File: src/rtl/weight_fifo_mac_if.sv
// ---------------------------------------------------------------------------
// weight_fifo_mac_if
//   Bus bundle between the weight-FIFO MAC engine and its environment.
//
//   fifo_empty   : weight FIFO is empty                        (env -> MAC)
//   fifo_rdata   : FIFO read data, valid the cycle after rdreq (env -> MAC)
//   fifo_rdreq   : FIFO read request                           (MAC -> env)
//   img_addr     : image RAM byte address                      (MAC -> env)
//   img_data     : unsigned pixel, valid the cycle after addr  (env -> MAC)
//   result_valid : one-cycle neuron-result strobe              (MAC -> env)
//   result_index : neuron number of the current result         (MAC -> env)
//   result_acc   : signed dot product                          (MAC -> env)
//
//   master = MAC engine side, slave = FIFO / image RAM / result consumer.
// ---------------------------------------------------------------------------
interface weight_fifo_mac_if #(
    parameter int DATA_WIDTH = 128,
    parameter int ACC_WIDTH  = 32
);
    logic                  fifo_empty;
    logic [DATA_WIDTH-1:0] fifo_rdata;
    logic                  fifo_rdreq;
    logic [9:0]            img_addr;
    logic [7:0]            img_data;
    logic                  result_valid;
    logic [7:0]            result_index;
    logic [ACC_WIDTH-1:0]  result_acc;

    modport master (
        input  fifo_empty, fifo_rdata, img_data,
        output fifo_rdreq, img_addr, result_valid, result_index, result_acc
    );

    modport slave (
        output fifo_empty, fifo_rdata, img_data,
        input  fifo_rdreq, img_addr, result_valid, result_index, result_acc
    );
endinterface

File: src/rtl/weight_fifo_mac.sv
// ---------------------------------------------------------------------------
// weight_fifo_mac
//   Streams 128-bit weight words (16 signed int8 lanes) from a FIFO and
//   multiplies them against unsigned 8-bit pixels read from an image RAM,
//   producing one signed dot product per neuron. A pass covers NUM_NEURONS
//   neurons of NUM_INPUTS pixels each; every word costs 18 cycles
//   (FETCH + LOAD + 16 MAC) plus one cycle per FIFO-empty stall.
//
//   clk      : single clock
//   reset    : synchronous, active-high
//   start    : one-cycle pulse, begins a pass (ignored unless idle)
//   busy     : high in any state except IDLE
//   mac_done : one-cycle pulse in the DONE state, with the last result
//   bus      : FIFO, image RAM and result signals (weight_fifo_mac_if.master)
// ---------------------------------------------------------------------------
module weight_fifo_mac #(
    parameter int DATA_WIDTH  = 128,
    parameter int NUM_INPUTS  = 784,
    parameter int NUM_NEURONS = 256,
    parameter int ACC_WIDTH   = 32
) (
    input  logic              clk,
    input  logic              reset,
    input  logic              start,
    output logic              busy,
    output logic              mac_done,
    weight_fifo_mac_if.master bus
);
    localparam int NUM_WORDS = NUM_INPUTS / 16;
    localparam int WIDX_W    = (NUM_WORDS > 1) ? $clog2(NUM_WORDS) : 1;
    localparam int PROD_W    = 17;   // int8 x zero-extended uint8

    typedef enum logic [2:0] {
        S_IDLE,
        S_FETCH,
        S_LOAD,
        S_MAC,
        S_DONE
    } state_t;

    state_t                       state_q;
    logic [DATA_WIDTH-1:0]        word_q;
    logic [WIDX_W-1:0]            word_idx_q;
    logic [3:0]                   lane_q;
    logic [7:0]                   neuron_q;
    logic signed [ACC_WIDTH-1:0]  acc_q;
    logic                         result_valid_q;
    logic [7:0]                   result_index_q;
    logic [ACC_WIDTH-1:0]         result_acc_q;
    logic                         mac_done_q;

    logic signed [7:0]            weight;
    logic signed [8:0]            pixel;
    logic signed [PROD_W-1:0]     product;
    logic signed [ACC_WIDTH-1:0]  acc_d;
    logic [3:0]                   next_lane;
    logic [9:0]                   addr_base;
    logic                         last_lane;
    logic                         last_word;
    logic                         last_neuron;

    // Datapath: one lane per MAC cycle. The pixel arriving now was
    // addressed in the previous cycle, which is lane_q by construction.
    always_comb begin
        // NOTE: every combinational output gets a default on entry so no
        // path through the block leaves it unassigned and infers a latch.
        weight      = word_q[{lane_q, 3'b000} +: 8];
        pixel       = {1'b0, bus.img_data};
        product     = weight * pixel;
        acc_d       = acc_q + {{(ACC_WIDTH-PROD_W){product[PROD_W-1]}}, product};
        next_lane   = lane_q + 4'd1;
        addr_base   = 10'({word_idx_q, 4'b0000});
        last_lane   = (lane_q == 4'd15);
        last_word   = (word_idx_q == WIDX_W'(NUM_WORDS - 1));
        last_neuron = (neuron_q == 8'(NUM_NEURONS - 1));
    end

    // Outputs. Reset is synchronous, so the registered outputs are also
    // gated here to read zero during the very first reset cycle.
    always_comb begin
        bus.fifo_rdreq   = 1'b0;
        bus.img_addr     = '0;
        bus.result_valid = 1'b0;
        bus.result_index = '0;
        bus.result_acc   = '0;
        busy             = 1'b0;
        mac_done         = 1'b0;
        if (!reset) begin
            // Read strobe is combinational so a non-empty FIFO costs no
            // extra cycle; FETCH lasts one cycle per word, hence one read.
            bus.fifo_rdreq   = (state_q == S_FETCH) && !bus.fifo_empty;
            bus.result_valid = result_valid_q;
            bus.result_index = result_index_q;
            bus.result_acc   = result_acc_q;
            busy             = (state_q != S_IDLE);
            mac_done         = mac_done_q;
            if (state_q == S_LOAD) begin
                bus.img_addr = addr_base;
            end else if (state_q == S_MAC && !last_lane) begin
                bus.img_addr = addr_base + 10'(next_lane);
            end
        end
    end

    // NOTE: sequential state uses non-blocking assignments only, so every
    // register samples pre-edge values regardless of statement order.
    always_ff @(posedge clk) begin
        if (reset) begin
            // NOTE: word_q is a single register rather than a memory array,
            // so it is cleared here along with the other state.
            state_q        <= S_IDLE;
            word_q         <= '0;
            word_idx_q     <= '0;
            lane_q         <= '0;
            neuron_q       <= '0;
            acc_q          <= '0;
            result_valid_q <= 1'b0;
            result_index_q <= '0;
            result_acc_q   <= '0;
            mac_done_q     <= 1'b0;
        end else begin
            result_valid_q <= 1'b0;
            mac_done_q     <= 1'b0;
            case (state_q)
                S_IDLE: begin
                    if (start) begin
                        state_q <= S_FETCH;
                    end
                end
                S_FETCH: begin
                    if (!bus.fifo_empty) begin
                        state_q <= S_LOAD;
                    end
                end
                S_LOAD: begin
                    word_q  <= bus.fifo_rdata;
                    lane_q  <= '0;
                    state_q <= S_MAC;
                end
                S_MAC: begin
                    lane_q <= next_lane;
                    if (!last_lane) begin
                        acc_q <= acc_d;
                    end else if (!last_word) begin
                        acc_q      <= acc_d;
                        word_idx_q <= word_idx_q + 1'b1;
                        state_q    <= S_FETCH;
                    end else begin
                        // Neuron complete: publish the full sum (lane 15
                        // included) and start the next neuron from zero.
                        result_valid_q <= 1'b1;
                        result_acc_q   <= acc_d;
                        result_index_q <= neuron_q;
                        acc_q          <= '0;
                        word_idx_q     <= '0;
                        neuron_q       <= last_neuron ? 8'd0 : neuron_q + 8'd1;
                        mac_done_q     <= last_neuron;
                        state_q        <= last_neuron ? S_DONE : S_FETCH;
                    end
                end
                S_DONE: begin
                    state_q <= S_IDLE;
                end
                default: begin
                    state_q <= S_IDLE;
                end
            endcase
        end
    end
endmodule
File: src/flat_wrapper.sv
// flat-port wrapper written by rule: the top's interface ports become plain ports
module weight_fifo_mac_flat 
#(
    parameter int DATA_WIDTH  = 128,
    parameter int NUM_INPUTS  = 784,
    parameter int NUM_NEURONS = 256,
    parameter int ACC_WIDTH   = 32
)
  (clk, reset, start, busy, mac_done, bus_fifo_empty, bus_fifo_rdata, bus_img_data, bus_fifo_rdreq, bus_img_addr, bus_result_valid, bus_result_index, bus_result_acc);
  weight_fifo_mac_if #(.DATA_WIDTH(DATA_WIDTH), .ACC_WIDTH(ACC_WIDTH)) bus_i ();
  input  logic clk;
  input  logic reset;
  input  logic start;
  output logic busy;
  output logic mac_done;
  input wire logic [$bits(bus_i.fifo_empty)-1:0] bus_fifo_empty;
  input wire logic [$bits(bus_i.fifo_rdata)-1:0] bus_fifo_rdata;
  input wire logic [$bits(bus_i.img_data)-1:0] bus_img_data;
  output wire logic [$bits(bus_i.fifo_rdreq)-1:0] bus_fifo_rdreq;
  output wire logic [$bits(bus_i.img_addr)-1:0] bus_img_addr;
  output wire logic [$bits(bus_i.result_valid)-1:0] bus_result_valid;
  output wire logic [$bits(bus_i.result_index)-1:0] bus_result_index;
  output wire logic [$bits(bus_i.result_acc)-1:0] bus_result_acc;
  assign bus_i.fifo_empty = bus_fifo_empty;
  assign bus_i.fifo_rdata = bus_fifo_rdata;
  assign bus_i.img_data = bus_img_data;
  assign bus_fifo_rdreq = bus_i.fifo_rdreq;
  assign bus_img_addr = bus_i.img_addr;
  assign bus_result_valid = bus_i.result_valid;
  assign bus_result_index = bus_i.result_index;
  assign bus_result_acc = bus_i.result_acc;
  weight_fifo_mac #(.DATA_WIDTH(DATA_WIDTH), .NUM_INPUTS(NUM_INPUTS), .NUM_NEURONS(NUM_NEURONS), .ACC_WIDTH(ACC_WIDTH)) u_core (.clk(clk), .reset(reset), .start(start), .busy(busy), .mac_done(mac_done), .bus(bus_i));
endmodule
File: config.mk
export PLATFORM = sky130hd
export DESIGN_NAME = weight_fifo_mac_flat
export DESIGN_NICKNAME = d
export VERILOG_FILES = /design/src/rtl/weight_fifo_mac_if.sv /design/src/rtl/weight_fifo_mac.sv /design/src/flat_wrapper.sv
export SDC_FILE = /design/constraint.sdc
export NUM_CORES = 1
export LEC_CHECK = 0
export CELL_PAD_IN_SITES_DETAIL_PLACEMENT = 1
export CELL_PAD_IN_SITES_GLOBAL_PLACEMENT = 1
export CORE_UTILIZATION = 40
export CTS_CLUSTER_DIAMETER = 50
export DETAILED_ROUTE_END_ITERATION = 6
export MAX_ROUTING_LAYER = met4
export PLACE_DENSITY = 0.75
export SLEW_MARGIN = 25
export SYNTH_ARGS = -nofsm -noshare
export SYNTH_HDL_FRONTEND = slang
export SYNTH_SLANG_ARGS = --single-unit
File: constraint.sdc
create_clock -name clk -period 24.2 [get_ports clk]
set_input_delay 2.42 -clock clk [delete_from_list [all_inputs] [get_ports clk]]
set_output_delay 2.42 -clock clk [all_outputs]
set_load 0.05 [all_outputs]
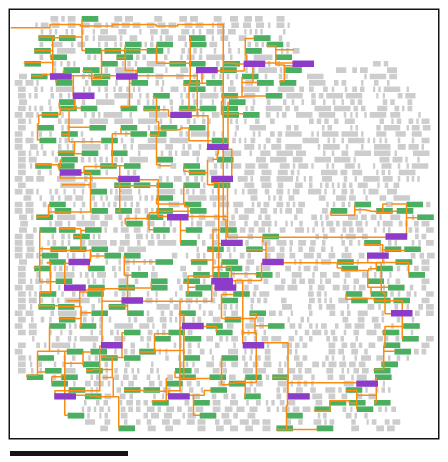
*Clock wires, drivers and flops, run 1*
The bar under the picture is 50 um long.
Purple shows cells driving clock nets, count 29. Orange shows clock wires, length 3120 um. Green shows flip-flops, count 223.
Position of the flops: all over the die.

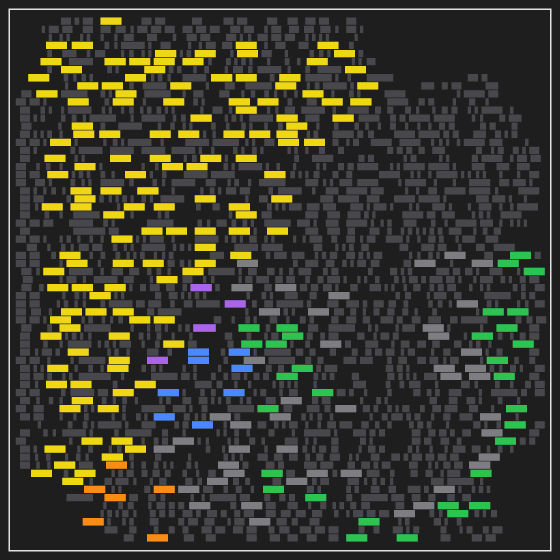
*Where the registers sit, run 1*
Other sequential cells in the stronger grey, the rest of the logic in the fainter grey.
Orange shows `u_core.word_idx_q`, placed flops 6, where south-west. Blue shows `u_core.neuron_q`, placed flops 8. Green shows `u_core.result_acc_q`, placed flops 32. Purple shows `u_core.lane_q`, placed flops 4. Yellow shows `u_core.word_q`, placed flops 128.
Another 45 sequential cells are not coloured.

==> results.ini, run 1 <==
[timing]
final-setup-viol-count=0
worst_pin_slew_ps=990
skew_ps=13.4
period_used_pct=37.6
drv_slew=0
setup_slack_ps=15100

[yosys]
synth_async_sr_flop_share_pct=0
ys_cells=1555
yosysWarnings=0
synth_nets=1813
synth.distinct_cells=67
ys_seq_share_pct=34.5

[global_route]
grt_max_degree=105
antenna_found_initial=2
grtUsageMet2_pct=40.8
grt_use_total_pct=24.4
grt_pass1_vias=12000
grt-ovfl-total=0

[power_and_ir_drop]
p_int_uw=683
vdd_drop_max_mv=0.0635
power_frac_clock_pct=46.7

[place]
gp_congestion=0.951
place_inst=2073
hpwl_mm=28.6
place_ws_ps=14650

[route]
first_pass_iters=5
wl_mm=38.8

[clocking]
cts_hold_buf=0
clkSlewWorstSetupHoldPaths_ps=60
htreeDepth=1

[die]
die_h_um=182
die_w_um=182

[min_path]
min_from=u_core.result_acc_q[21]

[critical_path]
cp_common_cell=fa_1
critPathArrivalTime_ps=9530
cp_max_fo=22

[outcome]
status=completed

[layout]
combGateArea_mm2=0.00791

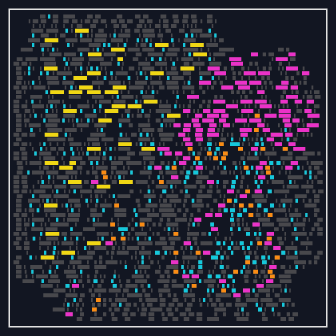
*Gate families picked out, run 1*
Yellow shows multiplexers, cells 41, most used mux4_2. Cyan shows inverting AOI/OAI gates, cells 285, most used a21oi_1, where all over the die. Magenta shows adder and majority cells, cells 118, most used ha_1. Orange shows XOR/XNOR gates, cells 46, most used xnor2_1.

[run 1: path summary, 6_finish.rpt]
check,slack (ps),endpoint
setup / recovery,15100,u_core.result_acc_q[31]
hold / removal,450,u_core.result_acc_q[21]
setup reg to reg,15100,u_core.result_acc_q[31]
hold reg to reg,450,u_core.result_acc_q[21]
[run 1: placed cells by master (no fill, tap or decap), drive strengths merged, types with 4 or more instances in the layout]
master / n
or2: 5
or3: 10
ha: 80
nand2: 380
nand4: 9
o21bai: 5
a21oi: 196
a22o: 14
nor2b: 43
xor2: 18
a21o: 17
clkbuf: 40
o21ai: 33
a211oi: 10
nor2: 75
clkinvlp: 4
o211ai: 4
buf: 11
dfxtp: 223
clkdlybuf4s50: 192
and3: 7
and2: 57
nand3: 19
fa: 38
o31ai: 4
nor3: 19
a21boi: 4
clkinv: 4
a22oi: 15
mux4: 39
inv: 75
xnor2: 28
[run 1: cells by family after synthesis]
family                   Yosys count  share of synthesized area (%)
XOR/XNOR                          46                           3.11
adder cells (fa/ha/maj)          118                           13.6
multiplexers                      41                           6.95
AND/OR/NAND/NOR                  634                           21.6
buffers and inverters            158                           4.70
flip-flops                       223                           34.5
AND-OR/OR-AND                    335                           15.6
[run 1: final cells by class]
type / instances / area share [%]
clock buffers: 40 / 5.06
multi-input cells: 1174 / 49.0
inverters: 71 / 1.65
well taps: 402 / 3.12
clock inverters: 14 / 0.962
diodes: 2 / 0.0310
flip-flops and latches: 223 / 27.7
repair buffers: 203 / 12.5
[run 1: registers in the layout (all words and copies together), names as in the netlist]
register and cells:
u_core.word_q 128, u_core.acc_q 32, u_core.result_acc_q 32, u_core.neuron_q 8
u_core.result_index_q 8, u_core.word_idx_q 6, u_core.lane_q 4, u_core.state_q 3
u_core.mac_done_q 1, u_core.result_valid_q 1
[run 1: worst max-delay path: cells and delay by family, from the launching register on]
family / cells / cell delay, ps
buffers and inverters: 4 / 800
multiplexers: 2 / 800
AND-OR/OR-AND: 7 / 1820
AND/OR/NAND/NOR: 8 / 1680
XOR/XNOR: 1 / 150
adder cells (fa/ha/maj): 6 / 2960
flip-flops: 1 / 750
[run 1: synth_stat cells, types with 3 or more instances]
cell,n
a211oi_1,9
a21boi_1,3
a21o_1,17
a21oi_1,196
a22o_1,14
a22oi_1,15
a31oi_1,3
a32o_1,3
and2_1,57
and3_1,6
buf_1,10
buf_2,4
clkbuf_1,71
dfxtp_1,223
fa_1,38
ha_1,80
inv_1,70
mux4_2,39
nand2_1,380
nand2b_1,3
nand3_1,19
nand4_1,9
nor2_1,75
nor2b_1,43
nor3_1,19
o211ai_1,4
o21ai_0,26
o21ai_1,7
o21bai_1,5
o31ai_1,4
or2_2,4
or3_1,10
xnor2_1,28
xor2_1,18
[run 1: metrics by stage]
step	hold slack, ps	utilization [%]	total power [mW]
floorplan	431	-	0.450
global placement	439	47.7	0.494
detailed placement	443	47.8	0.497
CTS	452	50.8	0.930
global route	465	50.9	0.957
finish	449	50.9	0.918
[run 1: routing by layer]
metal	part of all wire, %	vias to the layer above
met3	4.7	58
met2	48	226
met5	0	-
li1	-	5586
met4	2.3	0
met1	45	5554
==> run 2: changes to the inputs <==
- clock period: 24.2 -> 8.56 ns (I/O delays scaled with it)
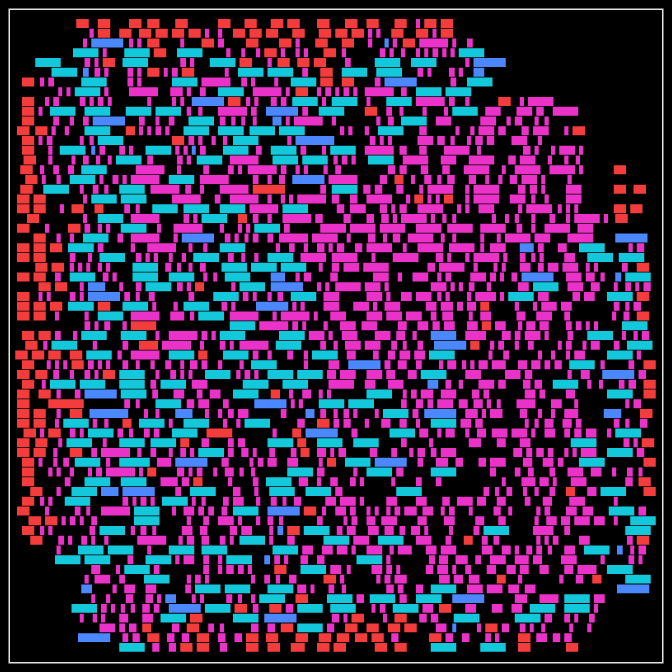
*Placement by cell class, run 2*
Magenta shows all other logic, cells 1245. Red shows other buffers and delay cells, cells 223. Blue shows clock drivers and dummy loads, cells 53. Cyan shows flip-flops, cells 223.

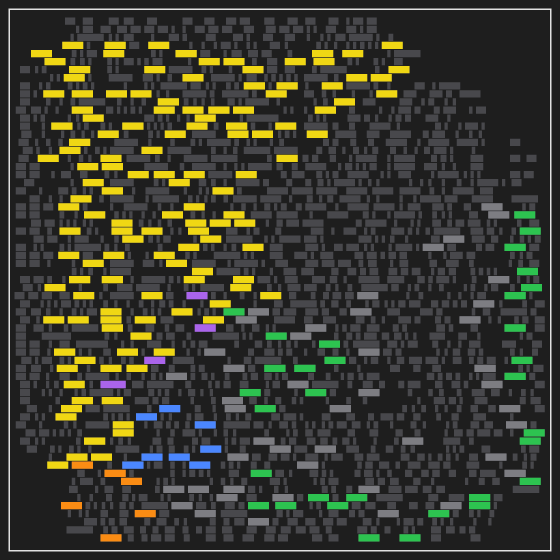
*Where the registers sit, run 2*
Other sequential cells in the stronger grey, the rest of the logic in the fainter grey.
Blue shows `u_core.neuron_q`, placed flops 8. Green shows `u_core.result_acc_q`, placed flops 32. Purple shows `u_core.lane_q`, placed flops 4. Yellow shows `u_core.word_q`, placed flops 128. Orange shows `u_core.word_idx_q`, placed flops 6, where south-west.

==> run 2 against run 1 <==
Against the previous run:
- global-route usage grew 0.65 points
- first-iteration DRC count rose by 5.3%
- die area is the same
- critical path depth is 1 higher
- clock power grew to 2.9 times the previous value
- sequential cell count unchanged
- register-to-register slack worse by 15000 ps
- clock skew up 14 ps
- final cell count increased by 0.85%
- utilization up 0.79 points
- power went up to 2.9 times the previous value
- largest power group unchanged
- highest routed layer unchanged
==> results.ini, run 2 <==
[power_and_ir_drop]
p_int_mw=1.93  ; +180%
power_frac_clock_pct=46.8  ; about the same
p_sw_share_pct=26.3
powerDensity_mw_per_mm2=160
p_sw_uw=689
seqPwrFrac_pct=41.4
cellLeakagePower_nw=6.47
vdd_drop_max_mv=0.147  ; +130%

[outcome]
status=completed

[global_route]
antenna_found_initial=1  ; -1
grt_use_total_pct=25.0  ; +0.65 points
grt_max_degree=97  ; -7.6%
grt-ovfl-total=0  ; unchanged
grt_pass1_vias=11900  ; -0.43%

[timing]
final-setup-viol-count=0  ; unchanged
slew_headroom_pct=29.4
period_used_pct=95.6  ; +58 points
hold_viol=0
drv_slew=0  ; unchanged
rsz0062_at_grt=false
final.setup.tns_ps=0
skew_ps=27.6  ; +14.2 ps
worst_pin_slew_ps=1060  ; +68.9 ps

[layout]
fin_area_mm2=0.0164
final_common_cell=nand2_1
final_cells=2147
combGateArea_mm2=0.00794  ; +0.43%
fillerInstances=3711
areaGrowthSynthToFinish_pct=26.5
mostFrequentLayoutCells=nand2_1 (380), dfxtp_1 (222), a21oi_1 (194)
reg_top3=u_core.word_q: 128 flops, u_core.acc_q: 32 flops, u_core.result_acc_q: 32 flops
largest_register_ffs=128  ; unchanged
top_register=u_core.word_q

[route]
first_pass_iters=5  ; unchanged
route.detailed.drc=0
ant_nets=0
wl_mm=40.7  ; +4.8%
drt_iter0_drc=494
wl_per_cell_um=19.0
routed-via-count=11600

[critical_path]
cp_max_fo=9  ; -59%
r2r_slack_ps=370  ; -14720 ps
crit_family=adder cells
cp.depth=29  ; +3.6%
critPathArrivalTime_ps=8640  ; -890 ps
crit_path_start=u_core.lane_q[0]
cpPeakStageDelay_ps=570
reg2reg_to=u_core.result_acc_q[31]
worst-path-buf-inv=7  ; +3
cp.required_ps=9020
endpoint=u_core.result_acc_q[31]
cp_slowest_cell=mux4_2

[yosys]
ys_cells=1555  ; unchanged
synthCells=1555
top_area_cell=dfxtp_1
most_common_cell=nand2_1
yosys-stat-area_mm2=0.0130
yosysWarnings=0  ; unchanged
ys.flops=223
synth_nets=1813  ; unchanged
synthesis.area_mm2=0.0130
synth.distinct_cells=67  ; unchanged
ys.flop_type=dfxtp_1
synth_async_sr_flop_share_pct=0  ; unchanged
yosysTopAreaCellShare_pct=34.5
top_cells_by_count=nand2_1 (380), dfxtp_1 (223), a21oi_1 (196), ha_1 (80), nor2_1 (75)
syn_area_per_cell_um2=8.33
ys_seq_share_pct=34.5  ; unchanged

[clocking]
cts_hold_buf=0  ; unchanged
tritoncts=done
clkSlewWorstSetupHoldPaths_ps=60  ; about the same
clock_latency_ps=580
htreeDepth=1  ; unchanged
clock-root-buffer=clkbuf_16
cts.sinks=223
cts_inserted_buffers=29

[place]
numPortBuffers=193
place_inst=2082  ; +0.43%
post_dp_cell_area_mm2=0.0152
gp_congestion=0.862  ; -9.3%
hpwl_mm=30.2  ; +5.5%

[flow_run]
tool_warnings=29

[die]
fp_util_pct=40.8
pin_count=194
rows=65
die-area_mm2=0.0331
die_h_um=182  ; unchanged
die_w_um=182  ; unchanged
core-area_mm2=0.0317

[run 2: cell counts after synthesis]
No cell type changed its count.
[run 2: area by class of cell]
type,count,share of cell area [%]
multi-input combinational,1174,48.5
sequential,223,27.3
timing repair buffer,223,13.6
clock buffer,37,4.86
tap,402,3.07
inverter,71,1.63
clock inverter,16,1.08
antenna,1,0.0153
[run 2: worst min-delay path by stage]
| stage | from | endpoint | slack [ps] | cells after the start |
|---|---|---|---|---|
| 2_1_floorplan | u_core.acc_q[30] | u_core.acc_q[30] | 430 | 2 |
| 5_1_grt | u_core.result_acc_q[6] | u_core.result_acc_q[6] | 460 | 2 |
| 3_5_place_dp | u_core.result_acc_q[6] | u_core.result_acc_q[6] | 440 | 2 |
| 3_3_place_gp | u_core.result_acc_q[16] | u_core.result_acc_q[16] | 440 | 2 |
| 4_1_cts | u_core.result_acc_q[6] | u_core.result_acc_q[6] | 450 | 2 |
| 6_report | u_core.result_acc_q[6] | u_core.result_acc_q[6] | 450 | 2 |
[run 2: power by group through the flow]
stage	logic (mW)	registers [mW]	clock network (mW)
6_report	0.309	1.08	1.23
5_1_grt	0.341	1.09	1.29
4_1_cts	0.307	1.08	1.25
3_5_place_dp	0.303	1.11	0
3_3_place_gp	0.297	1.10	0
2_1_floorplan	0.175	1.10	0
[run 2: what timing repair did]
action,in CTS,in global routing
hold endpoints to repair,0,0
setup endpoints to repair,6,10
resized,2,12
buffers inserted,3,6
cloned,0,1
pin swaps,2,3
[run 2: worst min-delay path, delay by kind of cell, from the launching register on]
kind / cells / cell delay, ps
compound gates: 1 / 50
flops: 1 / 300
simple gates: 1 / 50
[run 2: cell families after synthesis]
logic type / Yosys count / synth area share, %
AOI/OAI and AO/OA: 335 / 15.6
DFF: 223 / 34.5
buffers and inverters: 158 / 4.70
xor gates and xnor gates: 46 / 3.11
muxes: 41 / 6.95
and+or+nand+nor: 634 / 21.6
adders and majority gates: 118 / 13.6
[run 2: layer usage]
| metal | vias to the layer above | GRT usage [%] | share of wire [%] |
|---|---|---|---|
| met3 | 66 | 4.07 | 4.8 |
| met2 | 250 | 40.3 | 47 |
| li1 | 5628 | - | - |
| met5 | - | - | 0 |
| met1 | 5649 | 31.8 | 45 |
| met4 | 0 | 8.77 | 3.3 |
[run 2: metrics by stage]
| stage | setup WS [ps] | total power, mW | util [%] | hold slack (ps) |
|---|---|---|---|---|
| floorplan | 270 | 1.27 | - | 431 |
| finish | 374 | 2.62 | 51.7 | 450 |
| CTS | 28.5 | 2.64 | 51.2 | 451 |
| detailed placement | -61.1 | 1.41 | 48.1 | 443 |
| global route | 10.9 | 2.72 | 51.7 | 462 |
| global placement | 177 | 1.40 | 48.1 | 438 |
No activity file was given, so power comes from the tool's default toggle rates.
